[config.mk]
export PLATFORM = sky130hd
export DESIGN_NAME = vga_timing_gen
export DESIGN_NICKNAME = d
export VERILOG_FILES = /design/src/rtl/vga_timing_pkg.sv /design/src/rtl/vga_delay_line.sv /design/src/rtl/vga_timing_gen.sv
export SDC_FILE = /design/constraint.sdc
export NUM_CORES = 1
export LEC_CHECK = 0
export ABC_CLOCK_PERIOD_IN_PS = 4200
export CORE_MARGIN = 2
export CORE_UTILIZATION = 25
export CTS_CLUSTER_DIAMETER = 120
export DETAILED_ROUTE_END_ITERATION = 7
export GPL_ROUTABILITY_DRIVEN = 0
export SYNTH_ARGS = -nofsm -noshare
export SYNTH_HDL_FRONTEND = slang
export SYNTH_SLANG_ARGS = --single-unit
export TNS_END_PERCENT = 1
[constraint.sdc]
create_clock -name pixel_clock -period 4.2 [get_ports pixel_clock]
set_input_delay 1.05 -clock pixel_clock [delete_from_list [all_inputs] [get_ports pixel_clock]]
set_output_delay 1.05 -clock pixel_clock [all_outputs]
set_load 0.05 [all_outputs]
[src/rtl/vga_timing_pkg.sv]
// vga_timing_pkg: default 640x480@60 timing constants and raster helpers
package vga_timing_pkg;
  localparam int DEF_H_ACTIVE = 640;
  localparam int DEF_H_FRONT  = 16;
  localparam int DEF_H_SYNC   = 96;
  localparam int DEF_H_BACK   = 48;
  localparam int DEF_V_ACTIVE = 480;
  localparam int DEF_V_FRONT  = 10;
  localparam int DEF_V_SYNC   = 2;
  localparam int DEF_V_BACK   = 33;
  localparam logic SYNC_ACTIVE_LOW  = 1'b0;
  localparam logic SYNC_ACTIVE_HIGH = 1'b1;
  function automatic int raster_total(input int active, input int front, input int sync, input int back);
    return active + front + sync + back;
  endfunction
  function automatic logic sync_level(input logic asserted, input logic pol);
    return asserted ? pol : ~pol;
  endfunction
endpackage

[src/rtl/vga_delay_line.sv]
// vga_delay_line: WIDTH x DEPTH shift register with async reset value; DEPTH 0 is a wire
module vga_delay_line #(
  parameter int WIDTH = 1,
  parameter int DEPTH = 1,
  parameter logic [WIDTH-1:0] RESET_VAL = '0
) (
  input  logic             clk,
  input  logic             rst,
  input  logic [WIDTH-1:0] d,
  output logic [WIDTH-1:0] q
);
  if (DEPTH == 0) begin : g_wire
    assign q = d;
  end else begin : g_reg
    logic [WIDTH-1:0] sr [DEPTH];
    always_ff @(posedge clk or posedge rst)
      if (rst) begin
        for (int i = 0; i < DEPTH; i++) sr[i] <= RESET_VAL;
      end else begin
        sr[0] <= d;
        for (int i = 1; i < DEPTH; i++) sr[i] <= sr[i-1];
      end
    assign q = sr[DEPTH-1];
  end
endmodule

[src/rtl/vga_timing_gen.sv]
// vga_timing_gen: parametrised VGA raster timing with early coordinates and re-aligned colour/sync
module vga_timing_gen
  import vga_timing_pkg::*;
#(
  parameter int   H_ACTIVE   = DEF_H_ACTIVE,
  parameter int   H_FRONT    = DEF_H_FRONT,
  parameter int   H_SYNC     = DEF_H_SYNC,
  parameter int   H_BACK     = DEF_H_BACK,
  parameter int   V_ACTIVE   = DEF_V_ACTIVE,
  parameter int   V_FRONT    = DEF_V_FRONT,
  parameter int   V_SYNC     = DEF_V_SYNC,
  parameter int   V_BACK     = DEF_V_BACK,
  parameter logic H_SYNC_POL = SYNC_ACTIVE_LOW,
  parameter logic V_SYNC_POL = SYNC_ACTIVE_LOW,
  parameter int   COLOR_BITS = 4,
  parameter int   PIPE_DELAY = 2,
  parameter int   COUNT_W    = 11
) (
  input  logic                  pixel_clock,
  input  logic                  reset,
  input  logic                  enable,
  input  logic [COLOR_BITS-1:0] red,
  input  logic [COLOR_BITS-1:0] green,
  input  logic [COLOR_BITS-1:0] blue,
  output logic [COUNT_W-1:0]    pixel_column,
  output logic [COUNT_W-1:0]    pixel_row,
  output logic                  pixel_req,
  output logic                  line_start,
  output logic                  frame_start,
  output logic [COLOR_BITS-1:0] red_out,
  output logic [COLOR_BITS-1:0] green_out,
  output logic [COLOR_BITS-1:0] blue_out,
  output logic                  horiz_sync_out,
  output logic                  vert_sync_out,
  output logic                  video_on
);
  localparam int H_TOTAL = raster_total(H_ACTIVE, H_FRONT, H_SYNC, H_BACK);
  localparam int V_TOTAL = raster_total(V_ACTIVE, V_FRONT, V_SYNC, V_BACK);
  localparam int MAX_TOTAL = H_TOTAL > V_TOTAL ? H_TOTAL : V_TOTAL;
  localparam logic [COUNT_W-1:0] H_LAST = COUNT_W'(H_TOTAL - 1);
  localparam logic [COUNT_W-1:0] V_LAST = COUNT_W'(V_TOTAL - 1);
  localparam logic [COUNT_W-1:0] H_ACT  = COUNT_W'(H_ACTIVE);
  localparam logic [COUNT_W-1:0] V_ACT  = COUNT_W'(V_ACTIVE);
  localparam logic [COUNT_W-1:0] HS_BEG = COUNT_W'(H_ACTIVE + H_FRONT);
  localparam logic [COUNT_W-1:0] HS_END = COUNT_W'(H_ACTIVE + H_FRONT + H_SYNC);
  localparam logic [COUNT_W-1:0] VS_BEG = COUNT_W'(V_ACTIVE + V_FRONT);
  localparam logic [COUNT_W-1:0] VS_END = COUNT_W'(V_ACTIVE + V_FRONT + V_SYNC);
  if ((longint'(1) << COUNT_W) <= longint'(MAX_TOTAL)) begin : g_bad_width
    $error("vga_timing_gen: COUNT_W too narrow for raster totals");
  end
  if (PIPE_DELAY < 0 || PIPE_DELAY > 7) begin : g_bad_delay
    $error("vga_timing_gen: PIPE_DELAY must be 0..7");
  end
  if (H_FRONT == 0 || H_SYNC == 0 || H_BACK == 0 || V_FRONT == 0 || V_SYNC == 0 || V_BACK == 0) begin : g_bad_porch
    $error("vga_timing_gen: porch and sync widths must be non-zero");
  end
  logic [COUNT_W-1:0] h, v;
  logic run, step, h_wrap;
  logic active, hsync, vsync, active_d, hsync_d, vsync_d;
  // run is enable seen at the previous edge: the first enabled cycle shows (0,0) before counting
  assign step   = enable && run;
  assign h_wrap = h == H_LAST;
  always_ff @(posedge pixel_clock or posedge reset)
    if (reset) begin
      run <= 1'b0;
      h   <= '0;
      v   <= '0;
    end else begin
      run <= enable;
      h   <= step && !h_wrap ? h + 1'b1 : '0;
      v   <= !step ? '0 : !h_wrap ? v : v == V_LAST ? '0 : v + 1'b1;
    end
  assign active       = run && h < H_ACT && v < V_ACT;
  assign hsync        = run && h >= HS_BEG && h < HS_END;
  assign vsync        = run && v >= VS_BEG && v < VS_END;
  assign pixel_column = h;
  assign pixel_row    = v;
  assign pixel_req    = active;
  assign line_start   = run && h == '0;
  assign frame_start  = line_start && v == '0;
  vga_delay_line #(
    .WIDTH    (3),
    .DEPTH    (PIPE_DELAY),
    .RESET_VAL(3'b000)
  ) u_delay (
    .clk(pixel_clock),
    .rst(reset),
    .d  ({hsync, vsync, active}),
    .q  ({hsync_d, vsync_d, active_d})
  );
  always_ff @(posedge pixel_clock or posedge reset)
    if (reset) begin
      red_out        <= '0;
      green_out      <= '0;
      blue_out       <= '0;
      horiz_sync_out <= sync_level(1'b0, H_SYNC_POL);
      vert_sync_out  <= sync_level(1'b0, V_SYNC_POL);
      video_on       <= 1'b0;
    end else begin
      red_out        <= red & {COLOR_BITS{active_d}};
      green_out      <= green & {COLOR_BITS{active_d}};
      blue_out       <= blue & {COLOR_BITS{active_d}};
      horiz_sync_out <= sync_level(hsync_d, H_SYNC_POL);
      vert_sync_out  <= sync_level(vsync_d, V_SYNC_POL);
      video_on       <= active_d;
    end
endmodule

Figure 1. Routed clock nets over the placement (run 1).
(6 px per µm)
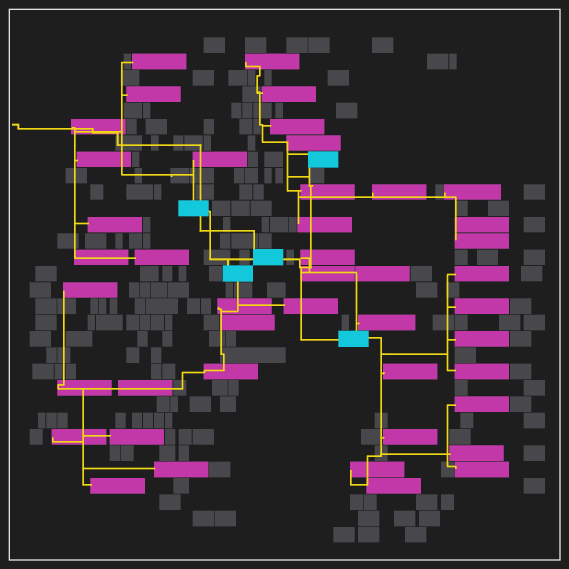
- yellow: clock wires (length 542 µm)
- magenta: flip-flops (count 44)
- cyan: clock drivers (count 5)
- flops lie: spread over the die
Clock group: 0.329 mW
Setup Skew: 0.00480 ns
Clock Power Share: 38.4%
Latency at later pin: 0.29 ns

Figure 2. Cell area per tile (run 1).
(3 px per µm) 9 x 9 tiles, from black (low) to pale yellow (high), 0 to 100% covered.
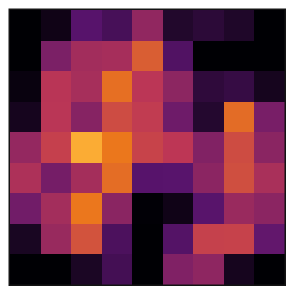
- fullest tile: 82%
- tiles over 75% full: 1.2%
- mean over tiles: 30%
- densest ninth of the die: centre
- emptiest ninth of the die: upper right
- nearly empty tiles: 15%
Core ar.: 7330 µm²
Initial Util: 26.1%
final core utilization: 36.5%

Figure 3. Placement by cell class (run 1).
(4 px per µm) Fill, decap, tap and diode cells in grey.
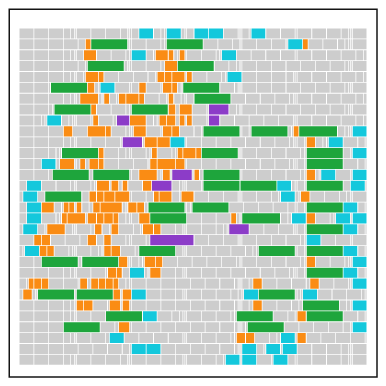
- purple: clock drivers and dummy loads (cells 8)
- green: flops (cells 44)
- orange: combinational and other logic (cells 130)
- cyan: other buffers and delay cells (cells 54)
sequential cell area share: 41.3%
post-route cell area: 2670 µm²
std cell rows: 31

==> flow_summary.json, run 1 <==
{
  "logic_gates": 121,
  "crit_family": "buffers and inverters",
  "antenna_found_initial": 0,
  "tns_ns": 0,
  "root_buffer": "clkbuf_8",
  "final_hold_viol_count": 0,
  "io_pins": 55,
  "yosys.area_share.aoi_pct": 7.05,
  "reg2reg_to": "pixel_row[7]$_DFFE_PP0N_",
  "crit_path_end_kind": "primary output",
  "setup_viol": 0,
  "wl_per_cell_um": 12.8,
  "vias": 1476,
  "ant_nets": 0,
  "p_per_area_nw_per_um2": 321,
  "placed_cells": 327,
  "worst-r2r-setup-slack_ns": 2.09,
  "ys_seq_share_pct": 57.6,
  "die_w_um": 91.5,
  "period_used_pct": 85.3,
  "numClockSinks": 44,
  "powerSeq_mw": 0.436,
  "hpwlAfterDp_um": 3030,
  "crit_buf_inv": 2,
  "yosys-top-cells-count": "42 x dfrtp_1, 14 x and2_1, 14 x nor2_1",
  "cts_made_buffers": 5,
  "die_area_um2": 8380,
  "m1WireLength_um": 1950,
  "synth_area_leader_cell": "dfrtp_1",
  "ys_async_sr_fraction_pct": 100,
  "wl_met2_um": 2110,
  "timing.hold.ws_ns": 0.353,
  "ys_ff": 44,
  "yosys_area_um2": 1920,
  "viasPerCell": 4.41,
  "comb_area_um2": 757,
  "warnings": 28,
  "drc": 0,
  "critical_path_required_ns": 3.15,
  "synthXorXnorAreaFrac_pct": 4.11,
  "drv_cap": 0,
  "combPwrFrac_pct": 10.7,
  "post_cts_buffers": 0,
  "crit_start": "pixel_column[0]$_DFF_PP0_",
  "pg_comb_mw": 0.0917,
  "intPower_mw": 0.645,
  "synth-edff-count": 0,
  "busiest_layer": "met2",
  "drive_gt1_share_pct": 6.36,
  "io_buffer_count": 54,
  "rr_worst_depth": 5,
  "vdd.ir_drop.worst_uv": 160,
  "gr-usage-met3_pct": 2.24,
  "crit_type": "flop to primary output",
  "power_mw": 0.857,
  "ys_top_logic_family": "simple AND/OR/NAND/NOR gates",
  "grt_pass1_wl_um": 7250,
  "ctsHoldBuffers": 0,
  "ys_cells": 179,
  "synth_cell_type_count": 35,
  "dieHeight_um": 91.5,
  "taps": 99,
  "slew_headroom_pct": 40.1,
  "hold_path.class": "flop to flop",
  "crit_fanout": 6,
  "critical-path-slowest-cell": "clkdlybuf4s50_1",
  "layout_top_cells": "54 x clkdlybuf4s50_1, 42 x dfrtp_1, 14 x and2_1, 14 x nor2_1, 13 x nand3_1",
  "comb_share_pct": 28.3,
  "status": "complete, no violations",
  "floorplan.nets": 198,
  "clock_path_buffers": 2,
  "top_layer_used": "met4",
  "n_all_buffers": 54,
  "slew_violations": 0,
  "p_leak_nw": 1.07,
  "wl_um": 4280,
  "mux_area_share_pct": 0.523,
  "seq_area_um2": 1100,
  "switching_share_pct": 24.8,
  "synth-simple-area-share_pct": 24.9,
  "syn_inst": 179,
  "p_sw_mw": 0.213,
  "cp_cell_sequence": "inv_1, ha_1, nor4b_1, and4_1, nor4b_2, clkdlybuf4s50_1",
  "worst_slew_pin_slew_ns": 0.898,
  "nNonClkInverters": 9,
  "gr-usage-met1_pct": 13.9,
  "lay_top_count": "clkdlybuf4s50_1",
  "ys.flop_type": "dfrtp_1"
}
--- run 2 (diff from run 1) ---
--- a/config.mk
+++ b/config.mk
@@ -6,6 +6,7 @@
 export NUM_CORES = 1
 export LEC_CHECK = 0
 export ABC_CLOCK_PERIOD_IN_PS = 4200
+export CORE_ASPECT_RATIO = 0.7
 export CORE_MARGIN = 2
 export CORE_UTILIZATION = 25
 export CTS_CLUSTER_DIAMETER = 120
Figure 4. The clock network (run 2).
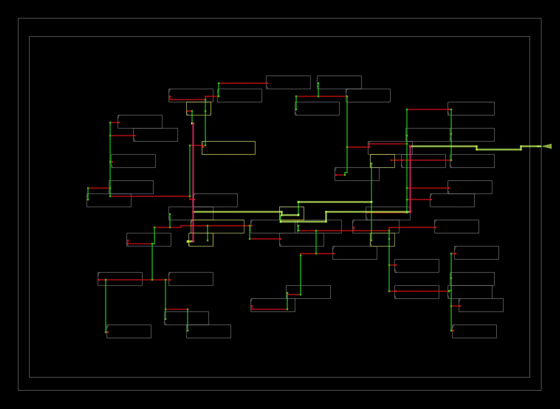
Clock group: 0.377 mW
CTS Buf Count: 5
clock buf count: 5
Sink Count: 44

Figure 5. Cell area per tile (run 2).
(2 px per µm) 11 x 8 tiles, from black (low) to pale yellow (high), 0 to 100% covered.
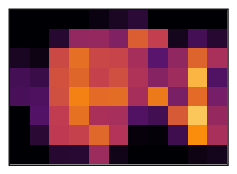
- tiles over 75% full: 3.4%
- densest ninth of the die: centre
- fullest tile: 88%
- emptiest ninth of the die: upper left
Initial Util: 26.1%
final core utilization: 36.6%
Core ar.: 7350 µm²

Figure 6. Close-up of the layout (run 2).
Window x 42 to 67, y 26 to 51 µm. Cells in grey, sequential cells in the stronger grey; small squares are vias.
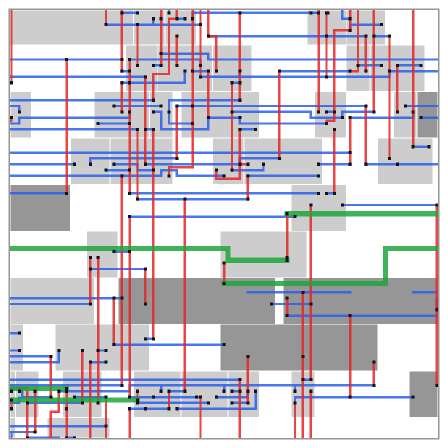
- green: metal 3
- blue: metal 1
- red: metal 2
- cells with their middle in the window: 33
- most frequent: nand3_1 (3), nor2_1 (3), dfrtp_1 (3)
- sequential cells in the window: 3

==> run 2 against run 1 <==
Compared with the run above: register-to-register slack got worse by 0.03 ns; global-route usage up 0.80 points; final cell count down 0.30%; via count is 1.4% higher; combinational power grew 1%; largest cell class unchanged; highest routed layer unchanged.
==> flow_summary.json, run 2 <==
{
  "status": "complete, no violations",
  "gr-usage-met3_pct": 4.00,
  "combPwrFrac_pct": 10.3,
  "yosys_area_um2": 1920,
  "comb_share_pct": 28.1,
  "synth-edff-count": 0,
  "ys_async_sr_fraction_pct": 100,
  "rows": 26,
  "crit_path_end_kind": "primary output",
  "synth_area_leader_cell": "dfrtp_1",
  "cp_cell_sequence": "inv_1, ha_1, nor4b_1, and4_1, nor4b_2, clkdlybuf4s50_1",
  "yosys-top-cells-count": "42 x dfrtp_1, 14 x and2_1, 14 x nor2_1",
  "powerSeq_mw": 0.437,
  "crit_family": "buffers and inverters",
  "layout_top_cells": "54 x clkdlybuf4s50_1, 42 x dfrtp_1, 14 x and2_1, 14 x nor2_1, 13 x nand3_1",
  "syn_inst": 179,
  "hpwlAfterDp_um": 3210,
  "power_mw": 0.906,
  "vdd.ir_drop.worst_uv": 197,
  "hold_path.class": "flop to flop",
  "post_cts_buffers": 0,
  "slew_violations": 0,
  "buffer_area_share_pct": 20.3,
  "lay_top_count": "clkdlybuf4s50_1",
  "rsz0062_at_grt": "no",
  "io_buffer_count": 54,
  "wl_met2_um": 1950,
  "antenna_found_initial": 0,
  "synth-simple-area-share_pct": 24.9,
  "io_pins": 55,
  "placed_cells": 327,
  "crit_type": "flop to primary output",
  "wl_um": 4600,
  "floorplan.nets": 198,
  "p_sw_mw": 0.206,
  "clock_path_buffers": 2,
  "crit_fanout": 6,
  "die_w_um": 109,
  "synthXorXnorAreaFrac_pct": 4.11,
  "ant_nets": 0,
  "worst_slew_pin_slew_ns": 0.860,
  "slew_headroom_pct": 42.5,
  "drc": 0,
  "warnings": 28,
  "p_leak_nw": 1.09,
  "die_area_um2": 8390,
  "seq-cell-share_pct": 41.0,
  "timing.hold.ws_ns": 0.350,
  "seq_area_um2": 1100,
  "ys_seq_share_pct": 57.6,
  "drv_cap": 0,
  "p_per_area_nw_per_um2": 336,
  "period_used_pct": 84.7,
  "logic_gates": 121,
  "ys_top_logic_family": "simple AND/OR/NAND/NOR gates",
  "vias": 1497,
  "final_hold_viol_count": 0,
  "crit_start": "pixel_column[0]$_DFF_PP0_",
  "final_area_um2": 2690,
  "critical-path-slowest-cell": "clkdlybuf4s50_1",
  "mux_area_share_pct": 0.523,
  "fin_skew_ns": 0.00396,
  "n_all_buffers": 55,
  "pwr-share-clk_pct": 41.6,
  "worst-r2r-setup-slack_ns": 2.06,
  "taps": 98,
  "ys.flop_type": "dfrtp_1",
  "viasPerCell": 4.48,
  "clk_latency_ns": 0.29,
  "min_to": "u_delay.q[1]$_DFF_PP0_",
  "grt_pass1_wl_um": 7530,
  "top_layer_used": "met4",
  "synth_cell_type_count": 35,
  "dieHeight_um": 77.2,
  "comb_area_um2": 757,
  "nNonClkInverters": 9,
  "setup_viol": 0,
  "busiest_layer": "met2",
  "yosys.area_share.aoi_pct": 7.05,
  "pg_comb_mw": 0.0929,
  "intPower_mw": 0.700,
  "critical_path_required_ns": 3.15
}
Power is estimated from default activity; no workload was simulated.
